File: src/rtl/regfile_write_arbiter_if.sv
// Write-back bus between the requesters, the arbiter and the register file.
// The master side drives the requests; the slave side is the arbiter.
interface regfile_write_arbiter_if #(
    parameter int DATA_W = 32,
    parameter int NREQ   = 4
) ();
    logic [NREQ-1:0]        req;
    logic [4*NREQ-1:0]      req_addr;
    logic [NREQ*DATA_W-1:0] req_data;
    logic                   stall;
    logic [NREQ-1:0]        gnt;
    logic                   wr_valid;
    logic [3:0]             wr_addr;
    logic [15:0]            reg_en;
    logic [DATA_W-1:0]      wr_data;
    logic [1:0]             last_gnt;

    modport master (
        output req, req_addr, req_data, stall,
        input  gnt, wr_valid, wr_addr, reg_en,
        input  wr_data, last_gnt
    );

    modport slave (
        input  req, req_addr, req_data, stall,
        output gnt, wr_valid, wr_addr, reg_en,
        output wr_data, last_gnt
    );
endinterface

File: src/rtl/regfile_write_arbiter.sv
// 4-way round-robin write-back arbiter with a registered register-file port.
// Define R0_ZERO_EN to hardwire R0 (writes to address 0 are dropped).
module regfile_write_arbiter #(
    parameter int DATA_W = 32,
    parameter int NREQ   = 4
) (
    input logic                    clock,
    input logic                    clear_n,
    regfile_write_arbiter_if.slave bus
);
    logic [1:0]        last_gnt_q, last_gnt_d;
    logic              wr_valid_q, wr_valid_d;
    logic [3:0]        wr_addr_q, wr_addr_d;
    logic [15:0]       reg_en_q, reg_en_d;
    logic [DATA_W-1:0] wr_data_q, wr_data_d;
    logic [3:0]        gnt;
    logic              found;
    logic [1:0]        idx;

    always_comb begin
        gnt        = '0;
        found      = 1'b0;
        idx        = last_gnt_q;
        last_gnt_d = last_gnt_q;
        wr_addr_d  = wr_addr_q;
        wr_data_d  = wr_data_q;
        // Search starts one past the previous winner and wraps.
        if (clear_n && !bus.stall) begin
            for (int k = 1; k <= NREQ; k++) begin
                idx = last_gnt_q + k[1:0];
                if (!found && bus.req[idx]) begin
                    found      = 1'b1;
                    gnt[idx]   = 1'b1;
                    last_gnt_d = idx;
                end
            end
        end
        for (int i = 0; i < NREQ; i++) begin
            if (gnt[i]) begin
                wr_addr_d = bus.req_addr[4*i +: 4];
                wr_data_d = bus.req_data[DATA_W*i +: DATA_W];
            end
        end
`ifdef R0_ZERO_EN
        wr_valid_d = found && (wr_addr_d != 4'd0);
`else
        wr_valid_d = found;
`endif
        reg_en_d = wr_valid_d ? (16'h0001 << wr_addr_d) : 16'h0000;
    end

    always_ff @(posedge clock or negedge clear_n) begin
        if (!clear_n) begin
            last_gnt_q <= 2'd3;
            wr_valid_q <= 1'b0;
            wr_addr_q  <= '0;
            reg_en_q   <= '0;
            wr_data_q  <= '0;
        end else begin
            last_gnt_q <= last_gnt_d;
            wr_valid_q <= wr_valid_d;
            wr_addr_q  <= wr_addr_d;
            reg_en_q   <= reg_en_d;
            wr_data_q  <= wr_data_d;
        end
    end

    assign bus.gnt      = gnt;
    assign bus.wr_valid = wr_valid_q;
    assign bus.wr_addr  = wr_addr_q;
    assign bus.reg_en   = reg_en_q;
    assign bus.wr_data  = wr_data_q;
    assign bus.last_gnt = last_gnt_q;
endmodule

File: src/flat_wrapper.sv
// flat-port wrapper written by rule: the top's interface ports become plain ports
module regfile_write_arbiter_flat 
#(
    parameter int DATA_W = 32,
    parameter int NREQ   = 4
)
  (clock, clear_n, bus_req, bus_req_addr, bus_req_data, bus_stall, bus_gnt, bus_wr_valid, bus_wr_addr, bus_reg_en, bus_wr_data, bus_last_gnt);
  regfile_write_arbiter_if #(.DATA_W(DATA_W), .NREQ(NREQ)) bus_i ();
  input logic clock;
  input logic clear_n;
  input wire logic [$bits(bus_i.req)-1:0] bus_req;
  input wire logic [$bits(bus_i.req_addr)-1:0] bus_req_addr;
  input wire logic [$bits(bus_i.req_data)-1:0] bus_req_data;
  input wire logic [$bits(bus_i.stall)-1:0] bus_stall;
  output wire logic [$bits(bus_i.gnt)-1:0] bus_gnt;
  output wire logic [$bits(bus_i.wr_valid)-1:0] bus_wr_valid;
  output wire logic [$bits(bus_i.wr_addr)-1:0] bus_wr_addr;
  output wire logic [$bits(bus_i.reg_en)-1:0] bus_reg_en;
  output wire logic [$bits(bus_i.wr_data)-1:0] bus_wr_data;
  output wire logic [$bits(bus_i.last_gnt)-1:0] bus_last_gnt;
  assign bus_i.req = bus_req;
  assign bus_i.req_addr = bus_req_addr;
  assign bus_i.req_data = bus_req_data;
  assign bus_i.stall = bus_stall;
  assign bus_gnt = bus_i.gnt;
  assign bus_wr_valid = bus_i.wr_valid;
  assign bus_wr_addr = bus_i.wr_addr;
  assign bus_reg_en = bus_i.reg_en;
  assign bus_wr_data = bus_i.wr_data;
  assign bus_last_gnt = bus_i.last_gnt;
  regfile_write_arbiter #(.DATA_W(DATA_W), .NREQ(NREQ)) u_core (.clock(clock), .clear_n(clear_n), .bus(bus_i));
endmodule
File: config.mk
export PLATFORM = sky130hd
export DESIGN_NAME = regfile_write_arbiter_flat
export DESIGN_NICKNAME = d
export VERILOG_FILES = /design/src/rtl/regfile_write_arbiter_if.sv /design/src/rtl/regfile_write_arbiter.sv /design/src/flat_wrapper.sv
export SDC_FILE = /design/constraint.sdc
export NUM_CORES = 1
export LEC_CHECK = 0
export CELL_PAD_IN_SITES_DETAIL_PLACEMENT = 0
export CELL_PAD_IN_SITES_GLOBAL_PLACEMENT = 2
export CORE_MARGIN = 1
export CORE_UTILIZATION = 20
export CTS_CLUSTER_SIZE = 25
export DETAILED_ROUTE_END_ITERATION = 10
export HOLD_SLACK_MARGIN = 0.15
export PLACE_DENSITY_LB_ADDON = 0.15
export REMOVE_ABC_BUFFERS = 1
export SLEW_MARGIN = 0
export SYNTH_ARGS = -nofsm -noshare
export SYNTH_HDL_FRONTEND = slang
export SYNTH_SLANG_ARGS = --single-unit
File: constraint.sdc
create_clock -name clock -period 4.3 [get_ports clock]
set_input_delay 0.86 -clock clock [delete_from_list [all_inputs] [get_ports clock]]
set_output_delay 0.86 -clock clock [all_outputs]
set_load 0.005 [all_outputs]
### Supply network

The bar under the picture is 50 um long. Pins as bars on the die edge. Tap cells in grey.
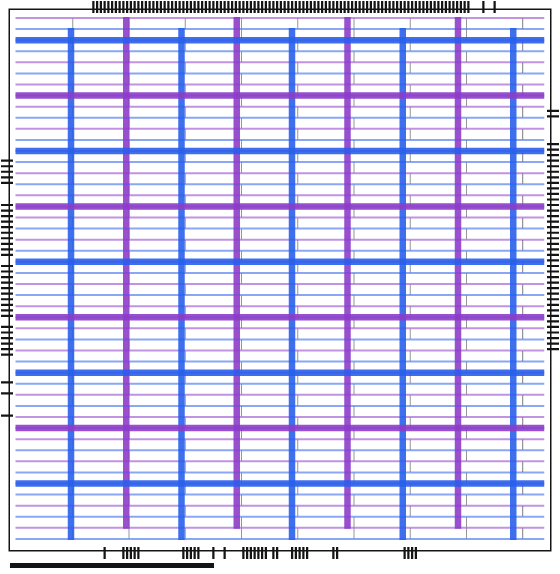
| colour | net |
|---|---|
| blue | VSS |
| purple | VDD |
met4 straps: 9
met1 rails: 48
met5 straps: 9
die span in y: 133 um
CORE AREA: 0.0166 mm^2
Peak VDD IR: 0.222 mV
Die W: 133 um

### Placed cells, one colour a class

The bar under the picture is 50 um long.
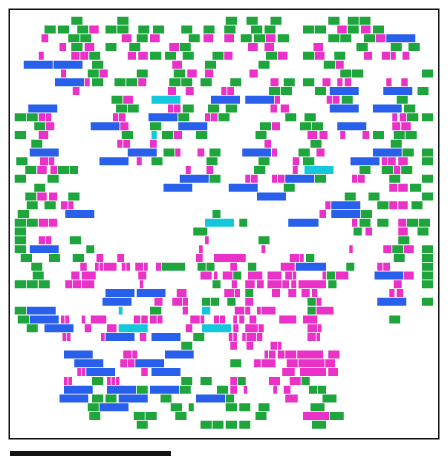
| colour | class | cells |
|---|---|---|
| magenta | all other logic | 265 |
| cyan | clock drivers and dummy loads | 8 |
| green | other buffers and delay cells | 235 |
| blue | flip-flops | 55 |
fin util: 36.2%
flop share of the area: 23.0%
num rows: 47
design area: 0.00600 mm^2

### Clock wires, drivers and flops

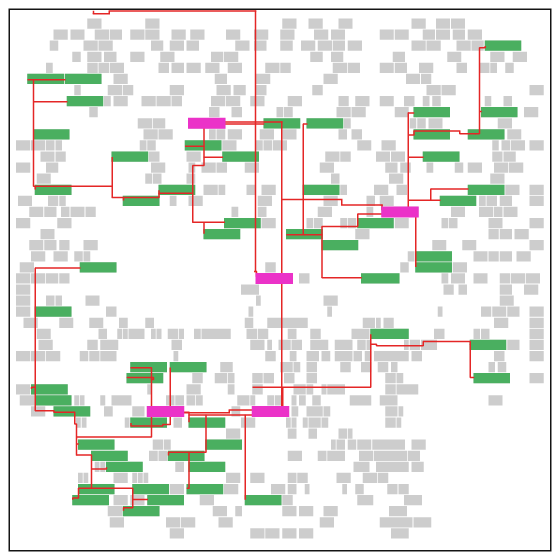
[green] flip-flops | count: 55
[red] clock wires | length: 956 um
[magenta] cells driving clock nets | count: 5
routed clock nets: 6
Clock group: 0.423 mW
Setup Skew: 0.00888 ns

==> ci_impl_report.md <==
### Metrics collected by this job

| Metric | Value |
|---|---|
| Crit. End Element | output pin |
| Final wirelength | 14200 um |
| Non-clk invs | 13 |
| HP Class | reg -> reg |
| CP cell instances | inv_1 -> ha_2 -> mux4_2 -> nor4b_4 -> buf_4 -> nand3_1 -> o21a_2 -> inv_2 -> clkdlybuf4s50_1 |
| Status | complete, no violations |
| Latency at later pin | 0.31 ns |
| Layout cell share with drive strength beyond 1 | 10.7% |
| Metal3 WL | 633 um |
| Slew at the pin closest to its max-slew limit | 0.754 ns |
| Fp_density | ~20% |
| Number of synthesized flops with an enable pin | 0 |
| Comb area | 0.00185 mm^2 |
| Gr ovfl total | 0 |
| Most used routing layer | met2 |
| Yosys stat area | ~0.0034 mm^2 |
| GP Congestion | approximately 0.78 |
| Switching Share | 41.1% |
| Largest net degree at the start of global routing | 56 |
| Cell Area, Synth | 0.00341 mm^2 |
| Flop pwr share | between 20% and 30% |
| Post-synthesis async set-or-reset flop share | 100% |
| Hpwl dp | 10600 um |
| Syn avg cell area | just under 10 um^2 |
| Grt met1 use | 19.2% |
| Pre-CTS WS | 0.0117 ns |
| Largest area class, layout | non-clock buffers |
| Area leader share | 38.9% |
| Gate Count Post-Synth | 351 |
| Initial antenna violation count | 0 |
| Vias in the first global route | 3682 |
| # Taps | 220 |
| Top cells by area | dfrtp_1 (39%), o221ai_1 (8.2%), a21boi_0 (7.1%) |
| WL/cell | 18.1 um |
| Final net count | 721 |
No activity file was given, so power comes from the tool's default toggle rates.
